File: config.mk
export PLATFORM = sky130hd
export DESIGN_NAME = lookup3_hashword_stream
export DESIGN_NICKNAME = d
export VERILOG_FILES = /design/src/rtl/lookup3_pkg.sv /design/src/rtl/lookup3_step.sv /design/src/rtl/lookup3_hashword_stream.sv
export SDC_FILE = /design/constraint.sdc
export NUM_CORES = 2
export LEC_CHECK = 0
export CAP_MARGIN = 20
export CORE_ASPECT_RATIO = 0.7
export CORE_MARGIN = 2
export CORE_UTILIZATION = 40
export CTS_BUF_LIST = sky130_fd_sc_hd__clkbuf_4
export DETAILED_ROUTE_END_ITERATION = 6
export PLACE_DENSITY_LB_ADDON = 0.05
export RECOVER_POWER = 100
export SLEW_MARGIN = 15
export SYNTH_ARGS = -nofsm -noshare
export SYNTH_HDL_FRONTEND = slang
export SYNTH_SLANG_ARGS = --single-unit
File: constraint.sdc
create_clock -name clk -period 27.6 [get_ports clk]
set_clock_uncertainty 0.1 [all_clocks]
set_input_delay 5.52 -clock clk [delete_from_list [all_inputs] [get_ports clk]]
set_output_delay 5.52 -clock clk [all_outputs]
set_load 0.05 [all_outputs]
File: src/rtl/lookup3_pkg.sv
// Shared lookup3 constants: golden initval, mix/final rotation tables, FSM and step-mode encodings.
// Pure definitions, no state or timing; backpressure not applicable.
package lookup3_pkg;

  localparam logic [31:0] LOOKUP3_GOLDEN = 32'hdeadbeef;
  localparam int          MIX_STEPS      = 6;
  localparam int          FINAL_STEPS    = 7;

  typedef enum logic [2:0] {
    ST_IDLE   = 3'd0,
    ST_ABSORB = 3'd1,
    ST_MIX    = 3'd2,
    ST_FINAL  = 3'd3,
    ST_DONE   = 3'd4
  } state_t;

  typedef enum logic {
    MODE_MIX   = 1'b0,
    MODE_FINAL = 1'b1
  } mode_t;

  function automatic logic [4:0] mix_rot(input logic [2:0] step);
    case (step)
      3'd0:    return 5'd4;
      3'd1:    return 5'd6;
      3'd2:    return 5'd8;
      3'd3:    return 5'd16;
      3'd4:    return 5'd19;
      default: return 5'd4;
    endcase
  endfunction

  function automatic logic [4:0] final_rot(input logic [2:0] step);
    case (step)
      3'd0:    return 5'd14;
      3'd1:    return 5'd11;
      3'd2:    return 5'd25;
      3'd3:    return 5'd16;
      3'd4:    return 5'd4;
      3'd5:    return 5'd14;
      default: return 5'd24;
    endcase
  endfunction

  // Every rotation amount in both tables is non-zero, so the right shift never reaches 32.
  function automatic logic [31:0] rotl(input logic [31:0] x, input logic [4:0] r);
    return (x << r) | (x >> (6'd32 - {1'b0, r}));
  endfunction

endpackage

File: src/rtl/lookup3_step.sv
// One lookup3 mix() or final() sub-step on (a,b,c), selected by mode and step index.
// Purely combinational, zero latency; no handshake, so no backpressure.
module lookup3_step
  import lookup3_pkg::*;
(
  input  logic [31:0] a,
  input  logic [31:0] b,
  input  logic [31:0] c,
  input  mode_t       mode,
  input  logic [2:0]  step,
  output logic [31:0] a_next,
  output logic [31:0] b_next,
  output logic [31:0] c_next
);

  logic [1:0] phase;
  logic [4:0] rot;

  // Both sequences cycle through the same three register roles every three steps.
  always_comb begin
    case (step)
      3'd0, 3'd3, 3'd6: phase = 2'd0;
      3'd1, 3'd4:       phase = 2'd1;
      default:          phase = 2'd2;
    endcase
    rot    = (mode == MODE_MIX) ? mix_rot(step) : final_rot(step);
    a_next = a;
    b_next = b;
    c_next = c;
    if (mode == MODE_MIX) begin
      case (phase)
        2'd0: begin
          a_next = (a - c) ^ rotl(c, rot);
          c_next = c + b;
        end
        2'd1: begin
          b_next = (b - a) ^ rotl(a, rot);
          a_next = a + c;
        end
        default: begin
          c_next = (c - b) ^ rotl(b, rot);
          b_next = b + a;
        end
      endcase
    end else begin
      case (phase)
        2'd0:    c_next = (c ^ b) - rotl(b, rot);
        2'd1:    a_next = (a ^ c) - rotl(c, rot);
        default: b_next = (b ^ a) - rotl(a, rot);
      endcase
    end
  end

endmodule

File: src/rtl/lookup3_hashword_stream.sv
// Streaming lookup3 hashword2(): absorbs key words 3 at a time, mixes between blocks, finalises the tail.
// Latency N + 6*floor((N-1)/3) + 7 clk (UNROLL=0); s_ready stalls freely, result held until m_ready.
module lookup3_hashword_stream
  import lookup3_pkg::*;
#(
  parameter int LEN_W  = 16,
  parameter bit UNROLL = 1'b0
) (
  input  logic             clk,
  input  logic             rst,
  input  logic             cmd_valid,
  output logic             cmd_ready,
  input  logic [LEN_W-1:0] cmd_len,
  input  logic [31:0]      cmd_pc,
  input  logic [31:0]      cmd_pb,
  input  logic             s_valid,
  output logic             s_ready,
  input  logic [31:0]      s_data,
  output logic             m_valid,
  input  logic             m_ready,
  output logic [31:0]      m_hash_c,
  output logic [31:0]      m_hash_b
);

  state_t           state;
  logic [31:0]      a, b, c;
  logic [LEN_W-1:0] rem;
  logic [1:0]       pos;
  logic [2:0]       stp;
  logic [31:0]      sa, sb, sc;
  logic [31:0]      init_v;
  logic             step_last;

  assign init_v    = LOOKUP3_GOLDEN + 32'({cmd_len, 2'b00}) + cmd_pc;
  assign step_last = UNROLL ||
                     ((state == ST_FINAL) ? (stp == 3'(FINAL_STEPS - 1))
                                          : (stp == 3'(MIX_STEPS - 1)));

  if (UNROLL) begin : g_unroll
    logic [31:0] ma [0:MIX_STEPS];
    logic [31:0] mb [0:MIX_STEPS];
    logic [31:0] mc [0:MIX_STEPS];
    logic [31:0] fa [0:FINAL_STEPS];
    logic [31:0] fb [0:FINAL_STEPS];
    logic [31:0] fc [0:FINAL_STEPS];

    assign ma[0] = a;
    assign mb[0] = b;
    assign mc[0] = c;
    assign fa[0] = a;
    assign fb[0] = b;
    assign fc[0] = c;

    for (genvar i = 0; i < MIX_STEPS; i++) begin : g_mix
      lookup3_step u_step (
        .a(ma[i]), .b(mb[i]), .c(mc[i]), .mode(MODE_MIX), .step(3'(i)),
        .a_next(ma[i+1]), .b_next(mb[i+1]), .c_next(mc[i+1])
      );
    end

    for (genvar i = 0; i < FINAL_STEPS; i++) begin : g_final
      lookup3_step u_step (
        .a(fa[i]), .b(fb[i]), .c(fc[i]), .mode(MODE_FINAL), .step(3'(i)),
        .a_next(fa[i+1]), .b_next(fb[i+1]), .c_next(fc[i+1])
      );
    end

    assign sa = (state == ST_FINAL) ? fa[FINAL_STEPS] : ma[MIX_STEPS];
    assign sb = (state == ST_FINAL) ? fb[FINAL_STEPS] : mb[MIX_STEPS];
    assign sc = (state == ST_FINAL) ? fc[FINAL_STEPS] : mc[MIX_STEPS];
  end else begin : g_iter
    mode_t mode;
    assign mode = (state == ST_FINAL) ? MODE_FINAL : MODE_MIX;

    lookup3_step u_step (
      .a(a), .b(b), .c(c), .mode(mode), .step(stp),
      .a_next(sa), .b_next(sb), .c_next(sc)
    );
  end

  always_ff @(posedge clk) begin
    if (rst) begin
      state     <= ST_IDLE;
      a         <= '0;
      b         <= '0;
      c         <= '0;
      rem       <= '0;
      pos       <= '0;
      stp       <= '0;
      m_hash_c  <= '0;
      m_hash_b  <= '0;
      m_valid   <= 1'b0;
      s_ready   <= 1'b0;
      cmd_ready <= 1'b0;
    end else begin
      case (state)
        ST_IDLE: begin
          cmd_ready <= 1'b1;
          if (cmd_valid && cmd_ready) begin
            a         <= init_v;
            b         <= init_v;
            c         <= init_v + cmd_pb;
            rem       <= cmd_len;
            pos       <= '0;
            cmd_ready <= 1'b0;
            // An empty key skips final() entirely, matching hashword2() case 0.
            if (cmd_len == '0) begin
              state    <= ST_DONE;
              m_valid  <= 1'b1;
              m_hash_c <= init_v + cmd_pb;
              m_hash_b <= init_v;
            end else begin
              state   <= ST_ABSORB;
              s_ready <= 1'b1;
            end
          end
        end
        ST_ABSORB: begin
          if (s_valid && s_ready) begin
            case (pos)
              2'd0:    a <= a + s_data;
              2'd1:    b <= b + s_data;
              default: c <= c + s_data;
            endcase
            rem <= rem - LEN_W'(1);
            // The last word goes straight to final(), so a full last block is never mixed.
            if (rem == LEN_W'(1)) begin
              state   <= ST_FINAL;
              s_ready <= 1'b0;
              stp     <= '0;
            end else if (pos == 2'd2) begin
              state   <= ST_MIX;
              s_ready <= 1'b0;
              pos     <= '0;
              stp     <= '0;
            end else begin
              pos <= pos + 2'd1;
            end
          end
        end
        ST_MIX: begin
          a <= sa;
          b <= sb;
          c <= sc;
          if (step_last) begin
            stp     <= '0;
            state   <= ST_ABSORB;
            s_ready <= 1'b1;
          end else begin
            stp <= stp + 3'd1;
          end
        end
        ST_FINAL: begin
          a <= sa;
          b <= sb;
          c <= sc;
          if (step_last) begin
            stp      <= '0;
            state    <= ST_DONE;
            m_valid  <= 1'b1;
            m_hash_c <= sc;
            m_hash_b <= sb;
          end else begin
            stp <= stp + 3'd1;
          end
        end
        ST_DONE: begin
          if (m_ready) begin
            m_valid   <= 1'b0;
            state     <= ST_IDLE;
            cmd_ready <= 1'b1;
          end
        end
        default: state <= ST_IDLE;
      endcase
    end
  end

endmodule

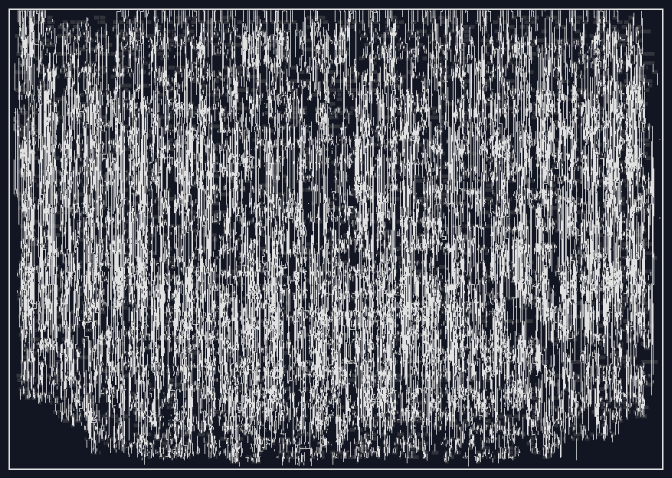
**Above:** metal 2.
The wires run mostly vertical. The layer carries 89.8 mm of wire. The layer holds 38% of the routed length. 5331 nets have wire on it.
via total after detailed routing: 49320
Final Routed Wirelength: 234100 um
routing usage on met2: 57.08%

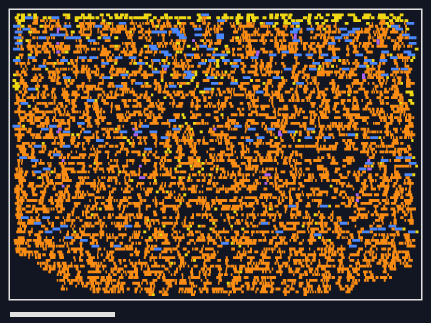
**Above:** placed cells, one color a class.
Scale bar: 100 um.
Key: clock drivers and dummy loads = purple [cells 31, share of their area 0.61%]; remaining buffers and delay cells = yellow [cells 331, share of their area 6.7%]; sequential cells = blue [cells 187, share of their area 8.6%]; remaining logic cells = orange [cells 5514, share of their area 84%]
register share of the cell area: 8.231%
std cell rows: 99
utilization of the core after routing: 43.66%
Placeable Area: 104200 um^2
area of all placed cells without fillers: 45480 um^2

==> flow_summary.json <==
{
  "clkTransAtPathRegs_ns": 0.21,
  "yosys-mux-area-fraction_pct": 7.138,
  "combinational_fraction_of_the_cell_area_pct": 77.79,
  "path_depth": 31,
  "buf_share_pct": 6.394,
  "stage_log_warnings": 129,
  "top_signal_layer_used": "met5",
  "layout_worst_path_cycle_share_pct": 55.64,
  "setup.worst_path.end_class": "flop",
  "synthesis.yosys.warnings": 0,
  "grt_setup_unrepaired": "false",
  "final_period_minus_worst_setup_slack_ns": 15.36,
  "globalRoute.busiestLayer": "met2",
  "cp-endpoint": "m_hash_b[23]",
  "seq_area_frac_synth_pct": 8.903,
  "initial_core_util_pct": 40.37,
  "global_route.usage.total_pct": 41.83,
  "timing_max_transition_violations_final": 281,
  "hold_ws_ns": 0.3684,
  "synthTopCellsByArea": "sky130_fd_sc_hd__ha_1 13%, sky130_fd_sc_hd__dfxtp_1 8.9%, sky130_fd_sc_hd__a21oi_1 8.0%, sky130_fd_sc_hd__xnor2_1 7.1%, sky130_fd_sc_hd__nor2_1 5.4%",
  "worst-path-max-fanout": 46,
  "gp_congestion": 1.063,
  "post_route_cells_drive_above_1_share_pct": 5.344,
  "n_clock_buffer": 18,
  "r2r_slack_ns": 12.24,
  "fmaxAchievable_mhz": 65.12,
  "timing.critical_path.slowest_cell_delay_ns": 2.07,
  "initial_antenna_violation_count": 5,
  "synth-seq-cells": 187,
  "totalNegativeSetupSlack_ns": 0,
  "critPathLaunch": "stp[0]",
  "pin_count": 184,
  "synthSimpleGateAreaFrac_pct": 18.92,
  "clk_share_pct": 0.5860,
  "grt_ovf": 0,
  "cell_type_of_the_slowest_stage_on_the_worst_timing_path": "sky130_fd_sc_hd__clkbuf_1",
  "worst_path_dominant_cell_family": "AND-OR/OR-AND gates",
  "synthAdderAreaFrac_pct": 14.03,
  "primary_flip_flop_cell_chosen_by_synthesis_mapping": "sky130_fd_sc_hd__dfxtp_1",
  "first_iter_violations": 7094,
  "layout_stage_area_growth_over_the_synthesis_result_pct": 8.156,
  "drcViolationCount": 4,
  "gr-usage-met3_pct": 13.76,
  "timing.critical_path.required_ns": 28.10,
  "synth_cell_type_count": 113,
  "final-comb-area_um2": 35380,
  "hold_path.class": "reg -> reg",
  "worstSetupStartpointType": "flop",
  "post_synth_instance_area_um2": 42050,
  "synth_instances": 6079,
  "power_report.internal_total_w": 0.002405,
  "dp.final_hpwl_um": 183500,
  "met1_routing_resource_usage_after_global_routing_pct": 56.98,
  "postCtsResizedCells": 0,
  "failed_checks": "DRC, capacitance limit, slew limit",
  "drt.antenna.violating_nets": 0,
  "worst_ep_arrival_time_ns": 15.85,
  "antennaDiodeCount": 8,
  "cap_viol_max_count": 5,
  "design_power_total_w": 0.006427,
  "combinationalPowerShare_pct": 89.3,
  "swShare_pct": 62.58,
  "worstHoldPathCells": 2,
  "ctsHtreeMaxLevel": 4,
  "portBuffers": 183,
  "grt_pass1_vias": 44230,
  "timing.rr.end": "m_hash_b[23]",
  "post_cts.repair.setup_buffers": 0,
  "synth_nets": 6650,
  "route.detailed.vias_per_inst": 6.589,
  "layout.non_clock_buffers": 331,
  "die.size.y_um": 275.3,
  "setup_slack_ns": 12.24,
  "leakage_power_summed_over_all_cells_nw": 18.80,
  "placedCellCount": 7440,
  "master_cell_of_the_clock_root_buffer": "sky130_fd_sc_hd__clkbuf_4",
  "number_of_cells_in_yosys_stat": 6079,
  "crit_type": "reg -> reg",
  "area_dominant_class": "logic gates",
  "routed-wl-met3_um": 27850,
  "cts.sinks": 187,
  "top_area_cell": "sky130_fd_sc_hd__ha_1",
  "power-per-cell-area_nw_per_um2": 141.3,
  "power.net_switching_w": 0.004022,
  "cp.buffers_inverters": 4,
  "hold_violations": 0,
  "hold_buffers": 0,
  "n_multi_input_combinational_cell": 5144,
  "tritoncts": "yes",
  "syn_avg_cell_area_um2": 6.917,
  "synth_chip_area_um2": 42050,
  "synthTopLogicFamily": "AND-OR/OR-AND gates",
  "finish.net_count": 6622,
  "length_of_the_first_detailed_routing_pass_in_iterations": 7,
  "wl_met2_um": 89750,
  "setup-violations-final": 0,
  "drt-met1-wl_um": 101200,
  "nonClockInverterCount": 370,
  "tightestPinTransition_ns": 5.092,
  "synth_top_area_share_pct": 13.09,
  "aoi_share_pct": 34.66,
  "result_of_the_run": "complete, but fails checks",
  "most_common_cell": "sky130_fd_sc_hd__a21oi_1"
}
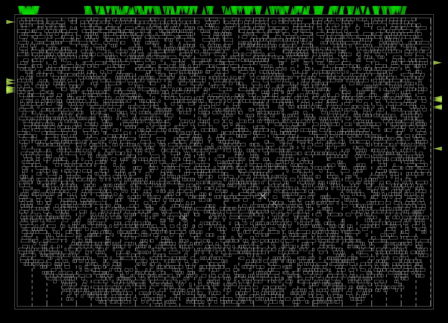
**Above:** cell outlines without signal wires.
number of sequential cells in the layout: 187
total number of tap cells: 1414
final standard cell count with taps included and fillers excluded: 7485
number of fill cells in the layout: 11060

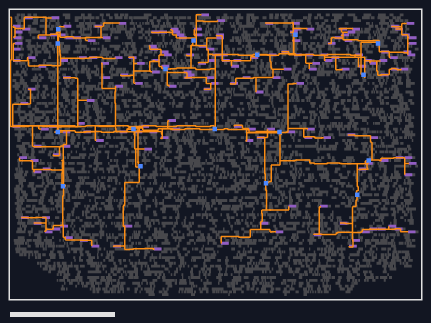
**Above:** clock distribution.
Scale bar: 100 um.
Key: clock wires = orange [length 4390 um]; clock-net drivers = blue [count 17]; flip-flops = purple [count 187]
Position of the flops: all over the die. There are 18 routed clock nets.
clock latency at the later pin of the worst-skew pair: 0.93 ns
clock power share: 2.9%
power attributed to the clock group: 0.000188 W

[power by group through the flow]
stage	registers, W	logic [W]	clock network [W]
2_1_floorplan	0.000570	0.00369	0
5_1_grt	0.000505	0.00609	0.000197
3_5_place_dp	0.000503	0.00554	0
3_3_place_gp	0.000502	0.00554	0
6_report	0.000501	0.00574	0.000188
4_1_cts	0.000496	0.00558	0.000192
[worst min-delay path by stage]
stage / start / to / slack (ns)
6_report: m_hash_c[2] / m_hash_c[2] / 0.37
4_1_cts: m_hash_b[30] / m_hash_b[30] / 0.37
3_5_place_dp: m_hash_b[30] / m_hash_b[30] / 0.35
3_3_place_gp: m_hash_b[30] / m_hash_b[30] / 0.34
5_1_grt: m_hash_c[2] / m_hash_c[2] / 0.38
2_1_floorplan: rem[7] / rem[7] / 0.35
[cells in the final DEF (no fill, tap or decap), types with 72 or more instances in the layout]
master	synthesis	layout
sky130_fd_sc_hd__o211ai_1	89	89
sky130_fd_sc_hd__a211oi_1	194	193
sky130_fd_sc_hd__nand3_1	123	122
sky130_fd_sc_hd__a221oi_1	101	101
sky130_fd_sc_hd__a21o_1	106	106
sky130_fd_sc_hd__o21ai_0	393	398
sky130_fd_sc_hd__ha_1	440	440
sky130_fd_sc_hd__xor2_1	99	99
sky130_fd_sc_hd__nand2_1	532	528
sky130_fd_sc_hd__nor2_1	609	604
sky130_fd_sc_hd__clkdlybuf4s50_1	0	110
sky130_fd_sc_hd__a21oi_1	672	673
sky130_fd_sc_hd__dfxtp_1	187	187
sky130_fd_sc_hd__xnor2_1	341	339
sky130_fd_sc_hd__inv_1	356	356
sky130_fd_sc_hd__dlygate4sd3_1	0	72
sky130_fd_sc_hd__mux2i_1	226	226
sky130_fd_sc_hd__nor3_1	156	154
sky130_fd_sc_hd__buf_4	11	136
Power is estimated from default activity; no workload was simulated.
